**src/rtl/pipelined_carry_chain_adder_if.sv**
```systemverilog
// pipelined_carry_chain_adder_if
// Bundles the input and output handshakes of the pipelined carry-chain adder.
//   in_valid / in_ready  : input handshake (in_ready driven by the adder)
//   prop, gen, cin       : per-bit propagate, per-bit generate, carry into bit 0
//   out_valid / out_ready: output handshake (out_ready driven by the consumer)
//   product              : registered sum
//   cout                 : carry out of the top bit (only with CCA_COUT_EN)
// modport master : producer/consumer side (testbench or surrounding logic)
// modport slave  : the adder itself
// Optional feature macro: CCA_COUT_EN
interface pipelined_carry_chain_adder_if #(
    parameter int WIDTH = 22
);
    logic             in_valid;
    logic             in_ready;
    logic [WIDTH-1:0] prop;
    logic [WIDTH-1:0] gen;
    logic             cin;
    logic             out_valid;
    logic             out_ready;
    logic [WIDTH-1:0] product;
`ifdef CCA_COUT_EN
    logic             cout;

    modport master (
        output in_valid, prop, gen, cin, out_ready,
        input  in_ready, out_valid, product, cout
    );
    modport slave (
        input  in_valid, prop, gen, cin, out_ready,
        output in_ready, out_valid, product, cout
    );
`else
    modport master (
        output in_valid, prop, gen, cin, out_ready,
        input  in_ready, out_valid, product
    );
    modport slave (
        input  in_valid, prop, gen, cin, out_ready,
        output in_ready, out_valid, product
    );
`endif
endinterface

```
**src/rtl/pipelined_carry_chain_adder.sv**
```systemverilog
// pipelined_carry_chain_adder
// Carry-mux chain adder split into NSTAGE = ceil(WIDTH/STAGE_W) register
// stages. Stage k resolves bits [k*STAGE_W, min((k+1)*STAGE_W,WIDTH)-1] from
// the carry registered by stage k-1; bits not yet resolved travel forward in
// prop/gen skew registers and resolved sum bits travel forward with them so
// a whole transaction leaves the last stage together.
// Ports:
//   clk   : clock, rising edge
//   rst_n : asynchronous active-low reset
//   io    : pipelined_carry_chain_adder_if.slave (handshakes, operands, result)
// Parameters: WIDTH (4..64), STAGE_W (multiple of 4, <= WIDTH)
// Optional feature macro: CCA_COUT_EN adds the cout output and the final
// carry register feeding it.
module pipelined_carry_chain_adder #(
    parameter int WIDTH   = 22,
    parameter int STAGE_W = 8
) (
    input  logic                                 clk,
    input  logic                                 rst_n,
    pipelined_carry_chain_adder_if.slave         io
);
    localparam int NSTAGE = (WIDTH + STAGE_W - 1) / STAGE_W;

    // The whole pipeline moves as one unit: it advances whenever the output
    // register is empty or being drained.
    logic advance;
    assign advance     = !io.out_valid || io.out_ready;
    assign io.in_ready = advance;

    for (genvar k = 0; k < NSTAGE; k++) begin : g_st
        localparam int LO  = k * STAGE_W;
        localparam int HI  = ((k + 1) * STAGE_W < WIDTH) ? (k + 1) * STAGE_W : WIDTH;
        localparam int SW  = HI - LO;
        localparam int REM = WIDTH - HI;
`ifdef CCA_COUT_EN
        localparam bit KEEP_C = 1'b1;
`else
        // The last stage's carry only matters when cout is exported.
        localparam bit KEEP_C = (k < NSTAGE - 1);
`endif

        logic [SW-1:0] p_in;
        logic [SW-1:0] g_in;
        logic          c_in;
        logic          v_in;
        logic [SW-1:0] s_new;
        logic          c_run;
        logic [HI-1:0] s_cat;
        logic [HI-1:0] s_q;
        logic          v_q;

        always_comb begin
            c_run = c_in;
            s_new = '0;
            for (int i = 0; i < SW; i++) begin
                s_new[i] = p_in[i] ^ c_run;
                c_run    = p_in[i] ? c_run : g_in[i];
            end
        end

        if (k == 0) begin : g_src
            assign p_in  = io.prop[HI-1:0];
            assign g_in  = io.gen[HI-1:0];
            assign c_in  = io.cin;
            assign v_in  = io.in_valid;
            assign s_cat = s_new;
        end else begin : g_src
            assign p_in  = g_st[k-1].g_rest.p_q[SW-1:0];
            assign g_in  = g_st[k-1].g_rest.g_q[SW-1:0];
            assign c_in  = g_st[k-1].g_c.c_q;
            assign v_in  = g_st[k-1].v_q;
            assign s_cat = {s_new, g_st[k-1].s_q};
        end

        always_ff @(posedge clk or negedge rst_n) begin
            if (!rst_n) begin
                v_q <= 1'b0;
                s_q <= '0;
            end else if (advance) begin
                v_q <= v_in;
                s_q <= s_cat;
            end
        end

        if (KEEP_C) begin : g_c
            logic c_q;
            always_ff @(posedge clk or negedge rst_n) begin
                if (!rst_n) begin
                    c_q <= 1'b0;
                end else if (advance) begin
                    c_q <= c_run;
                end
            end
        end

        // Skew registers for the bits later stages still have to resolve.
        if (REM > 0) begin : g_rest
            logic [REM-1:0] p_nx;
            logic [REM-1:0] g_nx;
            logic [REM-1:0] p_q;
            logic [REM-1:0] g_q;

            if (k == 0) begin : g_s0
                assign p_nx = io.prop[WIDTH-1:HI];
                assign g_nx = io.gen[WIDTH-1:HI];
            end else begin : g_sk
                assign p_nx = g_st[k-1].g_rest.p_q[WIDTH-LO-1:SW];
                assign g_nx = g_st[k-1].g_rest.g_q[WIDTH-LO-1:SW];
            end

            always_ff @(posedge clk or negedge rst_n) begin
                if (!rst_n) begin
                    p_q <= '0;
                    g_q <= '0;
                end else if (advance) begin
                    p_q <= p_nx;
                    g_q <= g_nx;
                end
            end
        end
    end

    assign io.product   = g_st[NSTAGE-1].s_q;
    assign io.out_valid = g_st[NSTAGE-1].v_q;
`ifdef CCA_COUT_EN
    assign io.cout      = g_st[NSTAGE-1].g_c.c_q;
`endif
endmodule

```
**src/flat_wrapper.sv**
```systemverilog
// flat-port wrapper written by rule: the top's interface ports become plain ports
module pipelined_carry_chain_adder_flat 
#(
    parameter int WIDTH   = 22,
    parameter int STAGE_W = 8
)
  (clk, rst_n, io_in_valid, io_prop, io_gen, io_cin, io_out_ready, io_in_ready, io_out_valid, io_product);
  pipelined_carry_chain_adder_if #(.WIDTH(WIDTH)) io_i ();
  input  logic clk;
  input  logic rst_n;
  input wire logic [$bits(io_i.in_valid)-1:0] io_in_valid;
  input wire logic [$bits(io_i.prop)-1:0] io_prop;
  input wire logic [$bits(io_i.gen)-1:0] io_gen;
  input wire logic [$bits(io_i.cin)-1:0] io_cin;
  input wire logic [$bits(io_i.out_ready)-1:0] io_out_ready;
  output wire logic [$bits(io_i.in_ready)-1:0] io_in_ready;
  output wire logic [$bits(io_i.out_valid)-1:0] io_out_valid;
  output wire logic [$bits(io_i.product)-1:0] io_product;
  assign io_i.in_valid = io_in_valid;
  assign io_i.prop = io_prop;
  assign io_i.gen = io_gen;
  assign io_i.cin = io_cin;
  assign io_i.out_ready = io_out_ready;
  assign io_in_ready = io_i.in_ready;
  assign io_out_valid = io_i.out_valid;
  assign io_product = io_i.product;
  pipelined_carry_chain_adder #(.WIDTH(WIDTH), .STAGE_W(STAGE_W)) u_core (.clk(clk), .rst_n(rst_n), .io(io_i));
endmodule
```
**config.mk**
```make
export PLATFORM = sky130hd
export DESIGN_NAME = pipelined_carry_chain_adder_flat
export DESIGN_NICKNAME = d
export VERILOG_FILES = /design/src/rtl/pipelined_carry_chain_adder_if.sv /design/src/rtl/pipelined_carry_chain_adder.sv /design/src/flat_wrapper.sv
export SDC_FILE = /design/constraint.sdc
export NUM_CORES = 1
export LEC_CHECK = 0
export CAP_MARGIN = 10
export CORE_AREA = 8 8 99 101
export CTS_BUF_LIST = sky130_fd_sc_hd__clkbuf_4 sky130_fd_sc_hd__clkbuf_8
export DETAILED_ROUTE_END_ITERATION = 10
export DIE_AREA = 0 0 107 109
export GPL_ROUTABILITY_DRIVEN = 0
export PLACE_DENSITY = 0.82
export SLEW_MARGIN = 20
export SYNTH_ARGS = -nofsm -noshare
export SYNTH_HDL_FRONTEND = slang
export SYNTH_SLANG_ARGS = --single-unit
```
**constraint.sdc**
```tcl
create_clock -name clk -period 1.6 [get_ports clk]
set_input_delay 0.32 -clock clk [delete_from_list [all_inputs] [get_ports clk]]
set_output_delay 0.32 -clock clk [all_outputs]
set_load 0.01 [all_outputs]
```
run_1/registers.png
Bar = 20 microns.
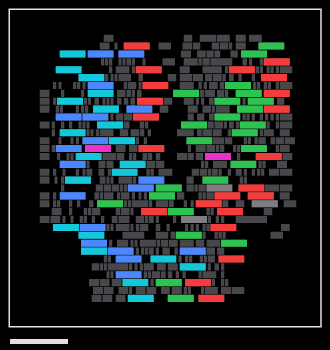
legend:
  u_core.io.product:
    color: red
    sequential_cells: 22
  u_core.g_st.g_rest.p_q:
    color: cyan
    sequential_cells: 20
  u_core.g_st.g_rest.g_q:
    color: blue
    sequential_cells: 18
  u_core.g_st.g_c.c_q:
    color: magenta
    sequential_cells: 2
  u_core.g_st.s_q:
    color: green
    sequential_cells: 24
not colored: 3
Util after Layout: 0.614
power consumed by sequential cells: 0.00362 W

run_1/clock_map.png
Bar = 20 microns.
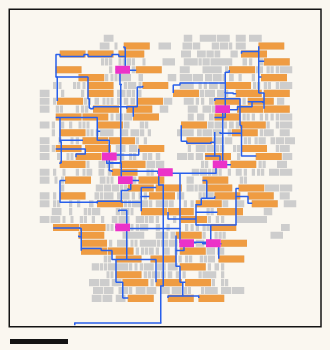
legend:
  flip-flops:
    color: orange
    count: 89
  clock wires:
    color: blue
    length: 937 microns
  cells driving clock nets:
    color: magenta
    count: 9
routed clock nets: 10

==> commit_impl_results.txt, run 1 <==
Add synthesis and place-and-route results

- After layout, the minimum clock period comes to about 1.6 ns.
- Total number of vias: 3067
- Number of antenna violations at the first check in global routing: 0
- The synthesized netlist occupies a cell area of 3830 sq um.
- Number of max-cap violations: 0
* Diode insertion count for antenna repair: 0
- First-pass iteration count of the detailed router: 4
* Number of buffer cells added on primary ports: 71
- During tapcell insertion the tool placed 108 well taps.
- In this run the number of cells on the critical path is 5.
* Layout sequential cell count: 89
- Once placement completed, the tool counted placed cells totaling 611.
* Synth Instances: 427
- Per the post-CTS timing run, clock transition at the registers of the reported paths is ~0.090 ns.
* RSZ-0062 raised after global routing: yes
* Vias in the first global route: 3128
- Portion of the post-synthesis area used by sequential elements: 0.581
- Compared with the post-synthesis result, the final layout area differs by 34.2%.
* Estimated wirelength of the detail-placed design: a little over 6000 microns
* Sequential cell area: 2230 sq um
- Portion of the layout cell area used by clock cells: 0.0414
- Post-synthesis register bit count: 89
* Max_slew headroom: 0.665
- The chip area line in the Yosys stat output reads 3830 sq um.
* EDFF count, synth: 0
- Signal buffers share of area: 0.187
* Worst Setup Start Kind: flip-flop
- In this run the core area contains 34 standard-cell rows.
* H-tree levels: 3
* PwrDens: 1540 nW/um^2
- FILL cells: around 700
* Logic cell area: 1600 sq um
- For the worst-skew pair, the clock arrives at the later sink with an insertion delay of 0.35 ns.
- Number of hold-slack violations in the final timing report: 0
* Detail-routed net length per standard cell: 13.4 microns
- Fraction of final layout cells with drive strength greater than 1: 0.123
- Once iteration 0 of detailed routing completed, the report listed 91 DRC markers.
- The last timing report of the flow puts the setup violation total at 1.
- Violations in the final reports: negative setup slack
- The worst-case IR drop observed on VDD is 588 uV.
- Global-route wire length before repair: around 14000 microns
- In the post-route analysis, the smallest setup slack over all paths is -0.0102 ns.
* Transition time at the pin with the least slew margin: 0.498 ns
- Worst path top cell family by delay: AND-OR/OR-AND gates
- Sequential share of cell area: 0.433
- Among all stages on the critical path, the maximum delay recorded is 0.45 ns.
- Ports: 73
* Req. time, crit path: 1.84 ns
- The final layout report lists a non-clock inverter count of 3.
* Clock tree from TritonCTS: done
- The final layout report lists a clock buffer count of 11.
- Traced cell by cell, the critical path runs through nor2_1 -> a31oi_2 -> a311o_2 -> mux2i_1 -> nand2_1.
- Overall routing resource usage recorded by global route was 0.150.
* Total Wirelength: 8450 microns
- Clock buffer depth: 2
- Path type of the worst setup path: reg -> reg
* FP Core Util: 0.457
* Chip height: 109 microns
- Run status: complete, but fails checks
- In the layout the tool counted multi-input logic cells amounting to approximately 310.
* Post-synthesis cell type count: 28
* Setup skew after layout: 0.00597 ns
- According to the floorplan report, the placeable core area is 8380 sq um.
- Global routing finished with a remaining overflow of 0.
- Horizontal extent of the die: 107 microns
* Yosys warns: 0
- TritonCTS buffer count: 9
- Post-route clock period utilization: 1.01
- Mean post-synth cell area: 8.98 sq um
- The script reports the combined buffer and inverter count of the critical path as 0.
- Top-area cell share: 0.581
- Pin count of the biggest net entering global routing: 53
- Leading cell kind: flip-flops and latches
- Clock tree synthesis found a total of 89 sinks.
- Main area contributors: dfrtp_1 58%, nand2_1 20%, xor2_1 3.2%
- Post-synth top flop: dfrtp_1
- According to the timing report, the arrival time at the worst endpoint equals 1.85 ns.
- STA shows the worst reg2reg path with a cell count of 5.
* DIE AREA: 11700 sq um
- After layout, the buffer instance count without clock buffers stands at 99.
* Clock root cell: clkbuf_8
* Achievable Freq: between 600 and 700 MHz
* Post-route antenna net violation count: 0
* Nets@finish: 565
* Via-per-instance ratio: 4.88
- Leaving out filler cells and counting taps, the final layout contains approximately 630.
* Total tool warning count: 28
- DRC errors left: 0
* Logic share of the area: 0.310
* Worst hold slack across all endpoints: around 0.36 ns
- Per the post-synthesis report, the nets total 476.
* Type of the most critical hold path: in -> async
- The slowest stage of the critical path is the dfrtp_1 cell.
* Yosys cell count: roughly 430
run_1/drive_strength.png
Bar = 20 microns.
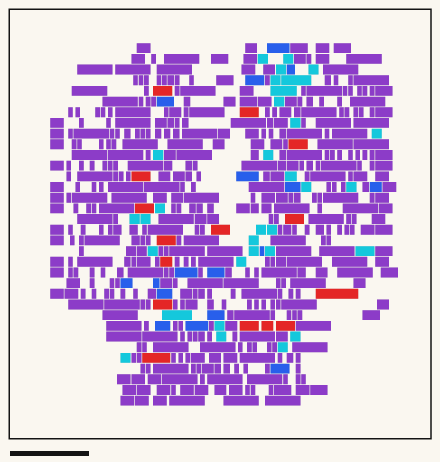
legend:
  drive 2:
    color: blue
    cells: 17
    most_used: a41oi_2
  drive 6 and up:
    color: red
    cells: 15
    most_used: clkbuf_8
  drive 1 or less:
    color: purple
    cells: 457
    most_used: nand2_1
  drive 3 to 4:
    color: cyan
    cells: 32
    most_used: buf_4

run_1/zoom.png
Window x 65 to 95, y 12 to 42 microns. Cells in gray, sequential cells in the stronger gray; small squares are vias.
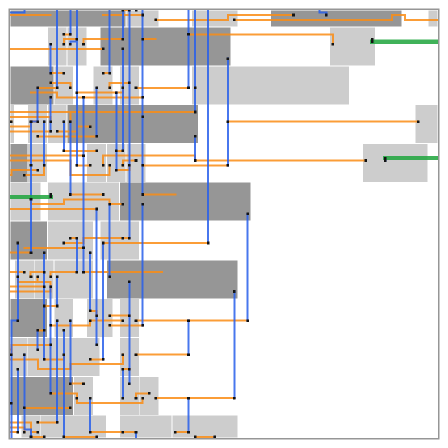
legend:
  met2:
    color: blue
  met1:
    color: orange
  met3:
    color: green
netlist names of flops here include: u_core.io.product (3), u_core.g_st.s_q (1)
most frequent: nand2_1 (20), dfrtp_1 (4), dlymetal6s2s_1 (3)
sequential cells in the window: 4
cells with their middle in the window: 39

## run 1: final timing paths
path                                               from                      to  slack, ns
max                        u_core.g_st[0].g_rest.p_q[1]  u_core.g_st[1].s_q[15]      -0.01
min                                               rst_n   u_core.io.product[20]       0.36
max reg2reg                u_core.g_st[0].g_rest.p_q[1]  u_core.g_st[1].s_q[15]      -0.01
min reg2reg                        u_core.io.product[0]    u_core.io.product[0]       0.46
max in group asynchronous                         rst_n   u_core.io.product[19]       0.69
min in group clk                   u_core.io.product[0]    u_core.io.product[0]       0.46
## run 1: state kept, by name, indices dropped and copies added, names as in the netlist
signal,flops
u_core.g_st.g_c.c_q,2
u_core.g_st.g_rest.g_q,18
u_core.g_st.g_rest.p_q,20
u_core.g_st.s_q,24
u_core.g_st.v_q,2
u_core.io.out_valid,1
u_core.io.product,22
## run 1: synthesized netlist by cell type (2+ instances only)
library cell and number:
nand2_1 209, dfrtp_1 89, clkbuf_1 20, o21ai_0 20, xor2_1 14, nor2_1 12, a21oi_1 10, xnor2_1 7
a31oi_1 6, mux2i_1 5, inv_1 3, nand2b_1 3, nor2b_1 3, nor3_1 3, a22oi_1 2, a41oi_1 2
a41oi_2 2, and2_1 2, mux2_2 2, mux2i_2 2, nand3b_1 2, nor3b_1 2, or3b_2 2
## run 1: routing by layer
layer / track usage / share of wire / wire length (microns) / vias up
met4: 0.0573 / 0.012 / 101 / 0
met3: 0.0361 / 0.041 / 345 / 6
met5: 0 / 0 / 0 / -
li1: - / - / - / 1539
met1: 0.181 / 0.43 / 3630 / 1461
met2: 0.254 / 0.52 / 4370 / 61
## run 1: worst register-to-register path, cell delays in order, from the launching register on
cell	delay [ns]
dfrtp_1	0.45
nor2_1	0.22
a31oi_2	0.20
a311o_2	0.43
mux2i_1	0.15
nand2_1	0.06
## run 1: placed cells by master (no fill, tap or decap), drive strengths merged, types with 9 or more instances in the layout
| cell | instances |
|---|---|
| nand2 | 209 |
| dfrtp | 89 |
| clkdlybuf4s50 | 45 |
| buf | 28 |
| o21ai | 20 |
| dlymetal6s2s | 15 |
| xor2 | 14 |
| nor2 | 12 |
| clkbuf | 11 |
| a21oi | 10 |
| dlygate4sd2 | 9 |
## run 1: kinds of logic after synthesis
family | after synthesis | share of synthesized area
simple gates | 238 | 0.246
flops | 89 | 0.581
compound gates | 46 | 0.0751
buf+inv | 24 | 0.0238
xor+xnor | 21 | 0.0480
mux | 9 | 0.0261
## run 1: repair_timing
item,CTS,global route
hold buffers,1,0
buffers inserted,1,0
resized,13,26
pin swaps,4,4
endpoints found under the setup margin,14,23
hold endpoints to repair,13,0
## run 1: report_power, final
group,switching [W],internal [W],total [W]
combinational,0.00142,0.00131,0.00273
sequential,0.000533,0.00308,0.00362
clock,0.000781,0.000819,0.00160
## run 1: through the flow
step	utilization	total power, W	setup slack [ns]	area (sq um)	setup TNS [ns]
2_1_floorplan	-	0.00513	0.0226	3830	0
3_3_place_gp	0.574	0.00631	-0.432	4810	-5.29
3_5_place_dp	0.574	0.00647	-0.466	4810	-6.80
4_1_cts	0.602	0.00801	0.00101	5040	0
5_1_grt	0.614	0.00855	-0.127	5140	-0.449
6_report	0.614	0.00794	-0.0102	5140	-0.0102
==> inputs of run 2 (changes only) <==
TNS_END_PERCENT = 10   (was not set)
run_2/final_clocks.png
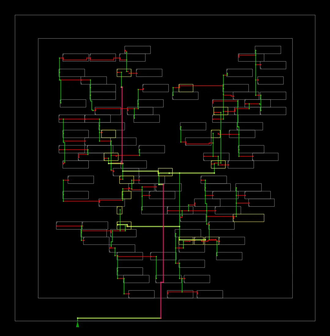
power in the clock group: 0.00160 W
layout sequential cell count: 89
CLK BUF: 11

run_2/clock_map.png
Bar = 20 microns.
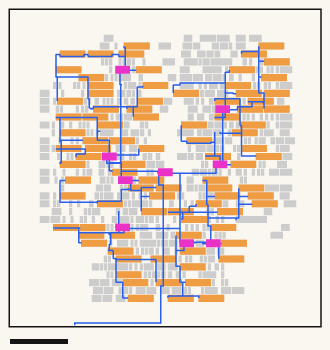
setup skew after layout: 0.00661 ns
clock group share of total power: 0.202
Late-Pin Clk Latency: 0.35 ns

==> commit_impl_results.txt, run 2 <==
Add synthesis and place-and-route results

- Run status: complete, no violations (was complete, but fails checks).
* Pin count of the biggest net entering global routing: 53 (unchanged)
* Max_slew headroom: 0.670 (was 0.665)
* Longest individual stage delay on the worst path: 0.38 ns (was 0.45 ns)
* GRT Resource Usage Total: 0.149 (was 0.150)
* Req. time, crit path: 1.84 ns (about the same)
- Post-route antenna net violation count: 0 (unchanged)
- Std-Cell Core Area: 8380 sq um (unchanged)
* Yosys warns: 0 (unchanged)
- The count of filler cells inserted in the layout came to 718 (was 713).
- The detailed placement HPWL is 6050 microns (unchanged).
- The least setup slack across all paths after layout is 0.0322 ns (was -0.0102 ns).
- Number of antenna violations at the first check in global routing: 0 (unchanged)
- DIE AREA: 11700 sq um (unchanged)
* Main area contributors: dfrtp_1 58%, nand2_1 20%, xor2_1 3.2% (unchanged)
* Vias in the first global route: 3123 (was 3128)
- Reg clk slew, reported paths: 0.09 ns (about the same)
* Switching fraction of total power: 0.342 (was 0.344)
- The mean number of vias per cell was 4.87 (was 4.88).
- Yosys cell count: 427 (unchanged)
* Detail-routed net length per standard cell: 13.3 microns (was 13.4 microns)
* Number of flip-flops in the largest register: 24 (unchanged)
- Horizontal extent of the die: 107 microns (unchanged)
- The register share of total power came to 0.458 (was 0.455).
- Diode insertion count for antenna repair: 0 (unchanged)
- FP Core Util: 0.457 (unchanged)
- Starting DRC count in detailed routing: 111 (was 91)
- The kind of start point of the critical path is a flip-flop (unchanged).
- The combinational group share of total power was 0.340 (was 0.343).
* Post-synthesis register bit count: 89 (unchanged)
- The overall via count from detail_route came to 3058 (was 3067).
- The area growth from synthesis to final layout was 33.6% (was 34.2%).
* TritonCTS buffer count: 9 (unchanged)
* Transition time at the pin with the least slew margin: 0.489 ns (was 0.498 ns)
- Summed instance area of the synthesized netlist: 3830 sq um (unchanged)
- The post-CTS setup-driven buffer insertion count was 0 (was 1).
- The number of buffers between clock root and the deepest sink is 2 (unchanged).
- The area fraction of the dominant cell type after synthesis came to 0.581 (unchanged).
* Fraction of final layout cells with drive strength greater than 1: 0.119 (was 0.123)
- The setup-violating endpoint count in the final report is 0 (was 1).
- The combinational cell area excluding buffers and inverters was 1580 sq um (was 1600 sq um).
- The startpoint of the lowest-slack register-to-register path was u_core.g_st[0].g_rest.p_q[0] (was u_core.g_st[0].g_rest.p_q[1]).
* Number of hold-slack violations in the final timing report: 0 (unchanged)
* Mean post-synth cell area: 8.98 sq um (unchanged)
- The class of the most critical setup path is reg -> reg (unchanged).
- Yosys top cell by instances: nand2_1 (unchanged)
- The maximum VDD drop was 587 uV (was 588 uV).
- RSZ-0062 raised after global routing: yes (unchanged)
* Summed area of non-filler cells in the final layout: 5120 sq um (was 5140 sq um)
* Register bank with the most flops: u_core.g_st.s_q (unchanged)
- The total power after layout came to 0.00789 W (was 0.00794 W).
* Dominant logic cell types in the final layout: 209 x nand2_1, 89 x dfrtp_1, 45 x clkdlybuf4s50_1 (unchanged)
- Total Wirelength: 8330 microns (was 8450 microns)
- The first element of the critical path is u_core.g_st[0].g_rest.p_q[0] (was u_core.g_st[0].g_rest.p_q[1]).
- The tally of max-capacitance violations came to 0 (unchanged).
- The post-route minimum period was 1.57 ns (was 1.61 ns).
- The register cell area after layout is 2230 sq um (unchanged).
* Ports: 73 (unchanged)
- The instance area after placement is 4810 sq um (unchanged).
* EDFF count, synth: 0 (unchanged)
- H-tree levels: 3 (unchanged)
- The clock tree root driver cell was clkbuf_8 (unchanged).
* Nets@finish: 564 (was 565)
* Critical-path cell list: mux2i_2 -> a41oi_2 -> a311o_2 -> mux2i_1 -> nand2_1 (was nor2_1 -> a31oi_2 -> a311o_2 -> mux2i_1 -> nand2_1)
* Clock tree from TritonCTS: done (unchanged)
* Post-synthesis net count: 476 (unchanged)
* Post-synthesis cell type count: 28 (unchanged)
* Row cnt: 34 (unchanged)
- Post-synth top flop: dfrtp_1 (unchanged)
- Arrival time worst endpoint: 1.81 ns (was 1.85 ns)
- Total tool warning count: 28 (unchanged)
- YS chip area: 3830 sq um (unchanged)
* Internal power: 0.00519 W (was 0.00521 W)
- The total power divided by cell area is 1540 nW/um^2 (about the same).
- Achievable Freq: 638 MHz (was 621 MHz)
- The pre-CTS setup slack was -0.466 ns (unchanged).
- Most instantiated logic cell after routing: nand2_1 (unchanged)
- First-pass iteration count of the detailed router: 4 (unchanged)
- The number of buffers inserted by port buffering came to 71 (unchanged).
* Num Clock Sinks: 89 (unchanged)
- Portion of the post-synthesis area used by sequential elements: 0.581 (unchanged)
- Type of the most critical hold path: in -> async (unchanged)
- The final worst-path cycle share is 0.980 (was 1.01).
- Internal reg-to-reg setup slack: 0.03 ns (was -0.01 ns)
- Power dissipated by switching net loads: 0.00270 W (was 0.00273 W)
* Worst-path cell with the longest stage delay: dfrtp_1 (unchanged)
- DRC errors left: 0 (unchanged)
* Synth Instances: 427 (unchanged)
- The chip height is 109 microns (unchanged).
- Synth top cells by count: 209 x nand2_1, 89 x dfrtp_1, 20 x clkbuf_1, 20 x o21ai_0, 14 x xor2_1 (unchanged)
- Global-route wire length before repair: 14000 microns (was 14100 microns)
- The final global-route overflow total is 0 (unchanged).
run_2/registers.png
Bar = 20 microns.
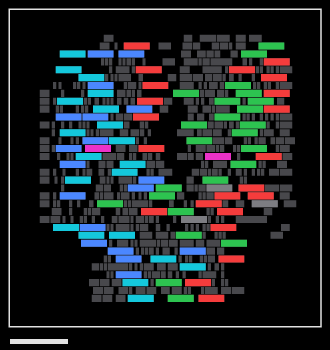
legend:
  u_core.g_st.g_c.c_q:
    color: magenta
    sequential_cells: 2
  u_core.g_st.g_rest.g_q:
    color: blue
    sequential_cells: 18
  u_core.g_st.s_q:
    color: green
    sequential_cells: 24
  u_core.g_st.g_rest.p_q:
    color: cyan
    sequential_cells: 20
  u_core.io.product:
    color: red
    sequential_cells: 22

run 2: cell types whose count changed in the layout (fill, tap and decap cells not counted), sizes merged:
cell,before,now
buf,28,27
run 2: what timing repair did:
item	4_1_cts	5_1_grt
pin swaps	4	3
endpoints found under the setup margin	14	22
hold buffers	1	0
hold endpoints to repair	13	0
resized	13	23
run 2: per-stage QoR:
| step | instances | hold WS (ns) | util | setup TNS (ns) |
|---|---|---|---|---|
| 3_5_place_dp | 611 | 0.190 | 0.574 | -6.80 |
| 6_report | 628 | 0.363 | 0.611 | 0 |
| 2_1_floorplan | 427 | 0.0244 | - | 0 |
| 5_1_grt | 628 | 0.367 | 0.611 | -0.142 |
| 4_1_cts | 628 | 0.363 | 0.601 | 0 |
| 3_3_place_gp | 611 | 0.185 | 0.574 | -5.29 |
run 2: worst paths after layout:
kind,cells past startpoint,to
worst max-delay path,5,u_core.g_st[1].s_q[15]
worst min-delay path,2,u_core.io.product[20]
worst max register to register,5,u_core.g_st[1].s_q[15]
worst min register to register,2,u_core.io.product[0]
max in group asynchronous,3,u_core.g_st[0].g_rest.g_q[6]
min in group clk,2,u_core.io.product[0]
run 2: cell families after synthesis:
group | count (synthesis) | share of synthesized area
buf+inv | 24 | 0.0238
mux | 9 | 0.0261
flops | 89 | 0.581
simple gates | 238 | 0.246
compound gates | 46 | 0.0751
xor+xnor | 21 | 0.0480
run 2: power by group through the flow:
stage                     clock, W  combinational (W)  sequential [W]
after detailed placement         0            0.00280         0.00367
after floorplan                  0            0.00144         0.00369
final                      0.00160            0.00268         0.00361
after global routing       0.00173            0.00303         0.00373
after global placement           0            0.00270         0.00361
after CTS                  0.00164            0.00274         0.00362
run 2: layout make-up:
cell class | count | area share
flip-flops and latches | 89 | 0.435
multi-input cells | 314 | 0.309
repair buffers | 98 | 0.186
clock buffers | 11 | 0.0296
well taps | 108 | 0.0264
clock inverters | 5 | 0.0120
inverters | 3 | 0.00220
run 2: per-layer routing:
metal	share of wire	vias up	GRT usage
met5	0	-	0
met2	0.51	61	0.254
met1	0.43	1455	0.181
met4	0.012	0	0.0573
met3	0.043	6	0.0361
li1	-	1536	-
run 2: worst max-delay path: cells and delay by family, from the launching register on:
kind,cells,cell delay [ns]
DFF,1,0.38
and+or+nand+nor,1,0.06
AOI/OAI and AO/OA,2,0.60
muxes,2,0.44
No activity file was given, so power comes from the tool's default toggle rates.
